File: src/rtl/uart_tx_frame_pkg.sv
// Shared UART definitions: parity mode encodings, frame FSM state encoding and the
// half-bit period helper. The matching RX block reuses the same definitions.
package uart_tx_frame_pkg;

    localparam int unsigned ParityNone = 0;
    localparam int unsigned ParityEven = 1;
    localparam int unsigned ParityOdd  = 2;

    typedef enum logic [2:0] {
        StIdle,
        StStart,
        StData,
        StParity,
        StStop
    } tx_state_e;

    // Clock cycles per half bit, truncated.
    function automatic int unsigned half_bit_cycles(input int unsigned clk_hz,
                                                    input int unsigned baud);
        return clk_hz / (2 * baud);
    endfunction

endpackage

File: src/rtl/uart_baud_tick.sv
// Restartable half-bit tick generator.
// Ports:
//   clock   - system clock
//   reset   - asynchronous active-high reset
//   restart - zero the counter on the next edge (overrides counting)
//   tick    - high in the last cycle of every HalfBit-cycle period
module uart_baud_tick #(
    parameter int unsigned HalfBit = 4
) (
    input  logic clock,
    input  logic reset,
    input  logic restart,
    output logic tick
);

    localparam int unsigned CntW = (HalfBit > 1) ? $clog2(HalfBit) : 1;
    localparam logic [CntW-1:0] CntMax = CntW'(HalfBit - 1);

    logic [CntW-1:0] cnt_q, cnt_d;

    assign tick = (cnt_q == CntMax);

    always_comb begin
        cnt_d = cnt_q + 1'b1;
        if (restart || tick) begin
            cnt_d = '0;
        end
    end

    always_ff @(posedge clock or posedge reset) begin
        if (reset) begin
            cnt_q <= '0;
        end else begin
            cnt_q <= cnt_d;
        end
    end

endmodule

File: src/rtl/uart_tx_frame.sv
// UART frame transmitter: start bit, DataBits data bits LSB first, optional parity and a
// 1 / 1.5 / 2 bit stop period, launched by a single start request.
// Ports:
//   clock             - system clock, all state on rising edge
//   reset             - asynchronous active-high reset
//   startTransmission - frame request, accepted in IDLE or in the done cycle
//   data              - payload, latched on acceptance
//   busy              - high while a frame is on the line
//   done              - one-cycle pulse in the final cycle of the stop period
//   tx                - serial line, idle high
module uart_tx_frame
    import uart_tx_frame_pkg::*;
#(
    parameter int unsigned ClockFrequency = 1000000,
    parameter int unsigned BaudRate       = 9600,
    parameter int unsigned DataBits       = 8,
    parameter int unsigned ParityMode     = 0,
    parameter int unsigned StopHalfBits   = 2
) (
    input  logic                clock,
    input  logic                reset,
    input  logic                startTransmission,
    input  logic [DataBits-1:0] data,
    output logic                busy,
    output logic                done,
    output logic                tx
);

    localparam int unsigned HalfBit = half_bit_cycles(ClockFrequency, BaudRate);
    localparam logic [1:0]  LastStopHalf = 2'(StopHalfBits - 1);
    localparam logic [3:0]  LastBit = 4'(DataBits - 1);
    localparam bit          HasParity = (ParityMode != ParityNone);

    if (DataBits < 5 || DataBits > 9) begin : g_bad_data_bits
        $error("uart_tx_frame: DataBits must be 5..9");
    end
    if (ParityMode > ParityOdd) begin : g_bad_parity
        $error("uart_tx_frame: ParityMode must be 0, 1 or 2");
    end
    if (StopHalfBits < 2 || StopHalfBits > 4) begin : g_bad_stop
        $error("uart_tx_frame: StopHalfBits must be 2, 3 or 4");
    end
    if (HalfBit < 1) begin : g_bad_rate
        $error("uart_tx_frame: ClockFrequency too low for BaudRate");
    end

    tx_state_e           state_q, state_d;
    logic [1:0]          half_q, half_d;    // half bits elapsed in the current field
    logic [3:0]          bit_q, bit_d;      // data bit index
    logic [DataBits-1:0] data_q, data_d;    // latched payload, shifted right per bit
    logic                par_q, par_d;      // parity computed once at acceptance

    logic tick;
    logic restart;
    logic frame_done;
    logic accept;

    uart_baud_tick #(
        .HalfBit(HalfBit)
    ) u_baud_tick (
        .clock  (clock),
        .reset  (reset),
        .restart(restart),
        .tick   (tick)
    );

    assign frame_done = (state_q == StStop) && tick && (half_q == LastStopHalf);
    assign accept     = startTransmission && ((state_q == StIdle) || frame_done);

    always_comb begin
        state_d = state_q;
        half_d  = half_q;
        bit_d   = bit_q;
        data_d  = data_q;
        par_d   = par_q;

        // Shared load action for IDLE and back-to-back acceptance.
        if (accept) begin
            state_d = StStart;
            half_d  = '0;
            bit_d   = '0;
            data_d  = data;
            par_d   = (ParityMode == ParityOdd) ? ~^data : ^data;
        end

        unique case (state_q)
            StIdle: ;
            StStart: begin
                if (tick) begin
                    if (half_q[0]) begin
                        state_d = StData;
                        half_d  = '0;
                        bit_d   = '0;
                    end else begin
                        half_d = 2'd1;
                    end
                end
            end
            StData: begin
                if (tick) begin
                    if (half_q[0]) begin
                        half_d = '0;
                        data_d = data_q >> 1;
                        if (bit_q == LastBit) begin
                            state_d = HasParity ? StParity : StStop;
                        end else begin
                            bit_d = bit_q + 4'd1;
                        end
                    end else begin
                        half_d = 2'd1;
                    end
                end
            end
            StParity: begin
                if (tick) begin
                    if (half_q[0]) begin
                        state_d = StStop;
                        half_d  = '0;
                    end else begin
                        half_d = 2'd1;
                    end
                end
            end
            StStop: begin
                if (tick) begin
                    if (half_q == LastStopHalf) begin
                        if (!accept) begin
                            state_d = StIdle;
                            half_d  = '0;
                        end
                    end else begin
                        half_d = half_q + 2'd1;
                    end
                end
            end
            default: state_d = StIdle;
        endcase
    end

    // Timer is held at zero in IDLE and realigned on every field change.
    assign restart = (state_d != state_q) || (state_q == StIdle);

    always_ff @(posedge clock or posedge reset) begin
        if (reset) begin
            state_q <= StIdle;
            half_q  <= '0;
            bit_q   <= '0;
            data_q  <= '0;
            par_q   <= 1'b0;
        end else begin
            state_q <= state_d;
            half_q  <= half_d;
            bit_q   <= bit_d;
            data_q  <= data_d;
            par_q   <= par_d;
        end
    end

    // Outputs decode registered state only, so inputs never reach them combinationally.
    always_comb begin
        busy = (state_q != StIdle);
        done = frame_done;
        tx   = 1'b1;
        unique case (state_q)
            StStart:  tx = 1'b0;
            StData:   tx = data_q[0];
            StParity: tx = par_q;
            default:  tx = 1'b1;
        endcase
    end

endmodule

File: config.mk
export PLATFORM = sky130hd
export DESIGN_NAME = uart_tx_frame
export DESIGN_NICKNAME = d
export VERILOG_FILES = /design/src/rtl/uart_tx_frame_pkg.sv /design/src/rtl/uart_baud_tick.sv /design/src/rtl/uart_tx_frame.sv
export SDC_FILE = /design/constraint.sdc
export NUM_CORES = 1
export LEC_CHECK = 0
export ABC_AREA = 1
export CAP_MARGIN = 20
export CORE_MARGIN = 3
export CORE_UTILIZATION = 65
export DETAILED_ROUTE_END_ITERATION = 10
export DONT_BUFFER_PORTS = 1
export GPL_TIMING_DRIVEN = 1
export PLACE_DENSITY = 0.84
export SYNTH_ARGS = -nofsm -noshare
export SYNTH_HDL_FRONTEND = slang
export SYNTH_HIERARCHICAL = 1
export SYNTH_SLANG_ARGS = --single-unit
File: constraint.sdc
create_clock -name clock -period 2.89 [get_ports clock]
set_input_delay 0.289 -clock clock [delete_from_list [all_inputs] [get_ports clock]]
set_output_delay 0.289 -clock clock [all_outputs]
set_load 0.03 [all_outputs]
==> run_1/class_map.png <==
Scale bar: 20 um.
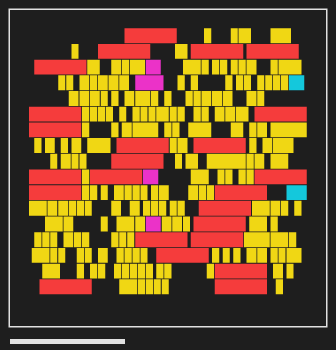
Key: red = sequential cells [cells 24, share of their area 38%]; yellow = remaining logic cells [cells 193, share of their area 59%]; magenta = clock drivers and dummy loads [cells 4, share of their area 2.3%]; cyan = remaining buffers and delay cells [cells 2, share of their area 1.1%]

==> run_1/pinout.png <==
Pins as bars across the die edge, other pins in grey.
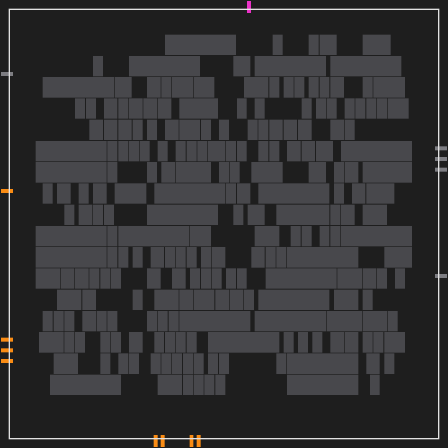
Key: orange = data [pins 8, direction input, edge 4 south, 4 west]; magenta = tx [pins 1, direction output, edge north]

==> reports/qor.txt, run 1 <==
Status -> finished clean
Chip width -> 54.8 um
CP max stage cell -> dfrtp_1
Hold depth -> 2
Post-detail-place hpwl -> 2420 um
Initial antenna violation count -> 0
TritonCTS clock tree -> built
Cts-stage hold buffer count -> 1
Row Count -> 17
Cells resized by post-CTS repair -> 0
Post-Route WL -> 3160 um
Post-Syn Area -> 1550 sq um
Via density -> 5.44
Peak supply drop -> 439 uV
Nets at Floorplan -> 230
Crit path max fanout -> 4
Largest net degree at the start of global routing -> 19
Reg-to-reg startpoint -> u_baud_tick/cnt_q[0]
Hold path startpoint -> data[7]
Post CTS Setup Buffer Count -> 0
Max-slew violations -> 0
GP Congestion -> 0.983
Yosys cell count -> 217
Grt total ovfl -> 0
Setup CP Type -> flip-flop to primary output
CP max stage delay -> 0.42 ns
Clock-pin slew on the worst setup and hold paths -> 0.14 ns
Sequential area share after synthesis -> 38.8%
Via count -> 1,365
Reg2reg end -> u_baud_tick/cnt_q[5]
Post-route DRC -> 0
Ys flops -> 24
Most common logic cell in the routed design -> nand2_1
Inserted Clock Buffers -> 3
Critical Path Start -> u_baud_tick/cnt_q[0]
Post-route ant nets -> 0
Total power -> 899 uW
DR iter-0 viols -> 34
Vias in the first global route -> 1,235
Drt pass-1 iters -> 4
Cell Type Count -> 26
CP cell instances -> ha_1 -> nand3_1 -> nor2_1 -> nand3_1 -> nor2_1 -> buf_4
Final worst path period need -> 2.25 ns
Chip area in the Yosys report -> 1550 sq um
WP data arrival -> 1.96 ns
Clock Latency Late Sink -> 0.32 ns
Most numerous logic cells after layout -> 72 x nand2_1, 31 x inv_1, 29 x nand3_1
FP Core Util -> 69.2%
Number of enable flip-flop cells -> 0
YS warnings -> 6
==> run_1/clock_nets.png <==
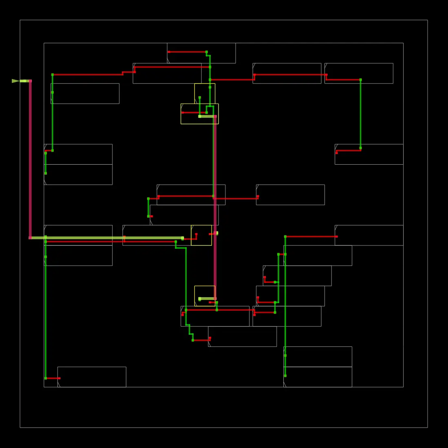
CTS sink count: 24
worst clock skew: 0.000857 ns

==> run_1/sizing.png <==
Scale bar: 20 um.
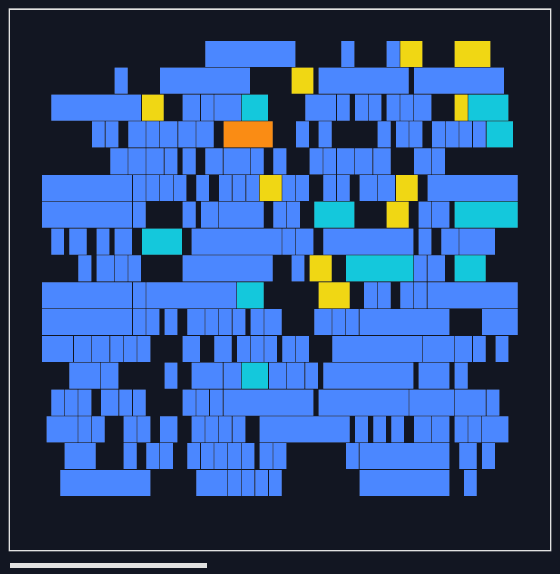
Key: cyan = x3 and x4 [cells 10, share 4.5%, most used clkbuf_4]; orange = x6 and larger [cells 1, share 0.45%, most used clkbuf_8]; blue = x1 and smaller [cells 202, share 91%, most used nand2_1]; yellow = x2 [cells 10, share 4.5%]
PnR worst setup slack: 0.644 ns
cell area after layout: 1640 sq um
Non-clk bufs: 2
area grow syn2layout: 5.74%

run 1: sequential cells by signal, indices dropped and copies added, names as in the netlist:
register           count
data_q                 8
half_q                 2
u_baud_tick/cnt_q      6
par_q                  1
bit_q                  4
state_q                3
run 1: worst max-delay path, delay by kind of cell, from the launching register on:
family	cells	cell delay [ns]
DFF	1	0.42
and+or+nand+nor	4	0.80
adders and majority gates	1	0.23
buffers and inverters	1	0.19
run 1: cells in the mapped netlist (2+ instances only):
master | number | area share, %
nand3_1 | 29 | 9.4
o21bai_1 | 2 | 0.97
nand2_2 | 3 | 1.2
o21ai_1 | 2 | 0.65
a21oi_1 | 5 | 1.6
inv_1 | 31 | 7.5
xnor2_1 | 4 | 2.3
nor2_1 | 17 | 4.1
ha_1 | 2 | 1.6
nand2_1 | 72 | 17
o21ai_0 | 5 | 1.6
nor2_2 | 3 | 1.2
nor2_4 | 2 | 1.5
dfrtp_1 | 24 | 39
xor2_1 | 5 | 2.8
run 1: layout make-up:
class / instances / area [sq um]
Fill cell: 181 / 598
Clock buffer: 4 / 36.3
Inverter: 32 / 120
Sequential cell: 24 / 601
Tap cell: 28 / 35.0
Multi-Input combinational cell: 161 / 826
Timing Repair Buffer: 2 / 17.5
run 1: layer usage:
metal,track usage (%),wire length (um)
met5,0,0
met4,11.2,84
met1,28.6,1360
met2,43.5,1580
met3,2.72,132
run 1: power by group:
part	switching [mW]	internal (mW)
Clock	0.106	0.0771
Combinational	0.136	0.105
Sequential	0.0617	0.413
run 1: cell families (layout without fill, tap and decap cells):
family          count (synthesis)  in the layout  share of synthesized area [%]
fa+ha+maj                       2              2                           1.62
mux                             1              1                          0.647
xor+xnor                        9              9                           5.10
flops                          24             24                           38.8
compound gates                 18             18                           7.69
buf+inv                        32             38                           7.77
simple gates                  131            131                           38.4
--- run 2 (diff from run 1) ---
--- a/config.mk
+++ b/config.mk
@@ -7,12 +7,13 @@
 export LEC_CHECK = 0
 export ABC_AREA = 1
 export CAP_MARGIN = 20
+export CORE_ASPECT_RATIO = 0.5
 export CORE_MARGIN = 3
-export CORE_UTILIZATION = 65
+export CORE_UTILIZATION = 56
 export DETAILED_ROUTE_END_ITERATION = 10
 export DONT_BUFFER_PORTS = 1
 export GPL_TIMING_DRIVEN = 1
-export PLACE_DENSITY = 0.84
+export PLACE_DENSITY = 0.77
 export SYNTH_ARGS = -nofsm -noshare
 export SYNTH_HDL_FRONTEND = slang
 export SYNTH_HIERARCHICAL = 1
==> constraint.sdc (replaced) <==
create_clock -name clock -period 1.87 [get_ports clock]
set_input_delay 0.187 -clock clock [delete_from_list [all_inputs] [get_ports clock]]
set_output_delay 0.187 -clock clock [all_outputs]
set_load 0.03 [all_outputs]
==> reports/qor.txt, run 2 <==
Most common logic cell in the routed design -> nand2_1
Sequential area share after synthesis -> 38.8% (unchanged)
Chip area in the Yosys report -> 1550 sq um (unchanged)
Biggest regs -> data_q (8), u_baud_tick/cnt_q (6), bit_q (4)
Largest net degree at the start of global routing -> 19 (unchanged)
TritonCTS clock tree -> built
Inserted Clock Buffers -> 3 (unchanged)
Post-DP Area -> 1700 sq um
Via count -> 1,376 (+0.81%)
Ys flops -> 24 (unchanged)
Most numerous logic cells after layout -> 72 x nand2_1, 30 x inv_1, 27 x nand3_1
Post-route DRC -> 0 (unchanged)
Share of total power in combinational logic -> 32.3% (+5.5 points)
FP Core Util -> 64.0% (-5.3 points)
Nets at Floorplan -> 230 (unchanged)
Cells resized by post-CTS repair -> 1 (+1)
WP data arrival -> 1.90 ns (-0.06 ns)
RSZ-0062 raised after global routing -> no
Sw power -> 493 uW (+62%)
Largest Pwr Group -> sequential cells
Peak supply drop -> 521 uV (+19%)
Post-detail-place hpwl -> 2370 um (-2.0%)
Row Count -> 12 (-5)
Max-slew violations -> 0 (unchanged)
Final worst path period need -> 1.74 ns
Top-count cell post-synth -> nand2_1
Initial antenna violation count -> 0 (unchanged)
Cell Type Count -> 26 (unchanged)
Worst clock skew -> 0.00337 ns (+0.00251 ns)
Sequential share of power -> 48.2% (-4.6 points)
List of most frequent post-synthesis cells -> 72 x nand2_1, 31 x inv_1, 29 x nand3_1, 24 x dfrtp_1, 17 x nor2_1
DR iter-0 viols -> 92 (+170%)
CTS sink count -> 24 (unchanged)
P_comb -> 487 uW (+100%)
Total power -> 1.51 mW (+68%)
Synth area leaders -> dfrtp_1 39%, nand2_1 17%, nand3_1 9.4%, inv_1 7.5%, nor2_1 4.1%
Post-Route WL -> 3100 um (-1.9%)
Clock-pin slew on the worst setup and hold paths -> 0.08 ns (-0.06 ns)
Gate Count Post-Synth -> 217
Post-route ant nets -> 0 (unchanged)
Cts-stage hold buffer count -> 1 (unchanged)
Via density -> 5.10 (-6.3%)
Status -> finished clean
Setup CP Type -> flip-flop to flip-flop
Crit path max fanout -> 6 (+2)
Drt pass-1 iters -> 4 (unchanged)
Vias in the first global route -> 1,238 (+0.24%)
Post-synth top area cell -> dfrtp_1
Sw Share -> 32.7% (-1.2 points)
Post CTS Setup Buffer Count -> 0 (unchanged)
Startpoint Class -> flip-flop
Max FFs per register -> 8 (unchanged)
[run 2: netlist changes by cell type in the layout (fill, tap and decap cells not counted), sizes merged]
cell and change:
clkbuf -1, buf +13
[run 2: path summary, 6_finish.rpt]
check	startpoint	slack (ns)	cells past startpoint	endpoint
min in group asynchronous	reset	0.30	2	u_baud_tick/cnt_q[2]
max	u_baud_tick/cnt_q[1]	0.13	11	u_baud_tick/cnt_q[3]
max in group asynchronous	reset	0.94	2	data_q[3]
min	data[7]	0.11	2	data_q[7]
min reg2reg	data_q[1]	0.48	2	data_q[0]
max reg2reg	u_baud_tick/cnt_q[1]	0.13	11	u_baud_tick/cnt_q[3]
[run 2: kinds of logic after synthesis]
group / Yosys count / synth area share (%)
multiplexers: 1 / 0.647
flip-flops: 24 / 38.8
AND-OR/OR-AND: 18 / 7.69
buffers and inverters: 32 / 7.77
adder cells (fa/ha/maj): 2 / 1.62
XOR/XNOR: 9 / 5.10
AND/OR/NAND/NOR: 131 / 38.4
[run 2: cell type report]
class                   count  area, sq um
multi-input cells         161          887
fillers                   202          609
flip-flops and latches     24          601
inverters                  32          120
well taps                  35         43.8
repair buffers             15          115
clock buffers               3         41.3
[run 2: metal layers]
layer  vias to the layer above  track usage, %  share of wire (%)
li1                        719               -                  -
met1                       620            26.2                 50
met2                        33            31.1                 44
met3                         4            5.51                4.7
met4                         0            4.04               0.71
met5                         -               0                  0
[run 2: critical path, cell delays in order, from the launching register on]
cell and delay, ns:
dfrtp_1 0.41, ha_4 0.17, nand3_4 0.09, nor2_4 0.20
nand2_4 0.09, inv_2 0.08, a21oi_1 0.09, nor2_2 0.15
nand3_1 0.08, nand2_1 0.06, o21bai_4 0.13, nor2_1 0.07
==> run_2/sizing.png <==
Scale bar: 20 um.
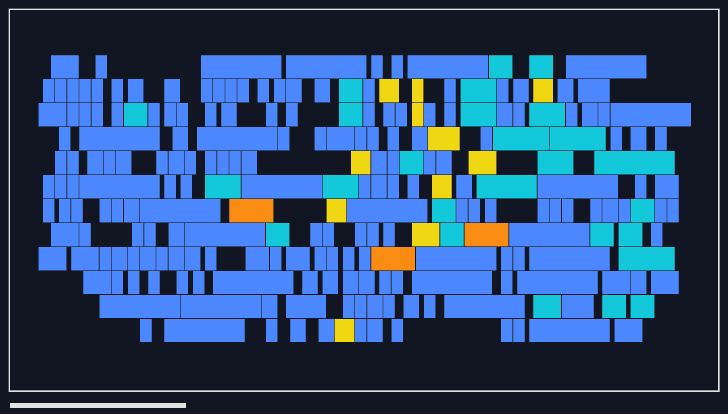
Key: orange = x6 and larger [cells 3, share 1.3%, most used clkbuf_8]; blue = x1 and smaller [cells 195, share 83%, most used nand2_1]; yellow = x2 [cells 11, share 4.7%, most used nor2_2]; cyan = x3 and x4 [cells 26, share 11%, most used buf_4]
PnR worst setup slack: 0.127 ns
Non-clk bufs: 15
cell area after layout: 1810 sq um
area grow syn2layout: 16.9%

==> run_2/clock_wires.png <==
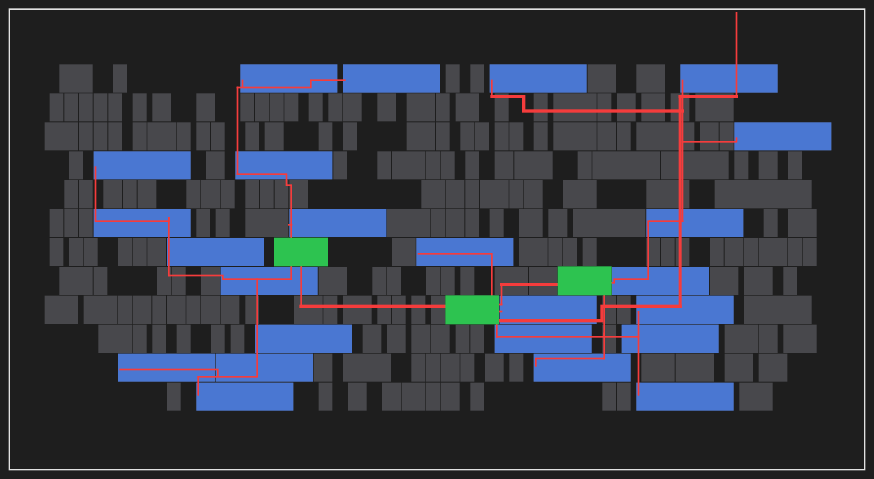
Key: red = clock wires [length 289 um]; green = clock-net drivers [count 3]; blue = flip-flops [count 24]
There are 4 routed clock nets.
clock power share: 19.5%
Clk. pwr: 294 uW

Power figures rest on the tool's default switching activity, not on a simulated workload.
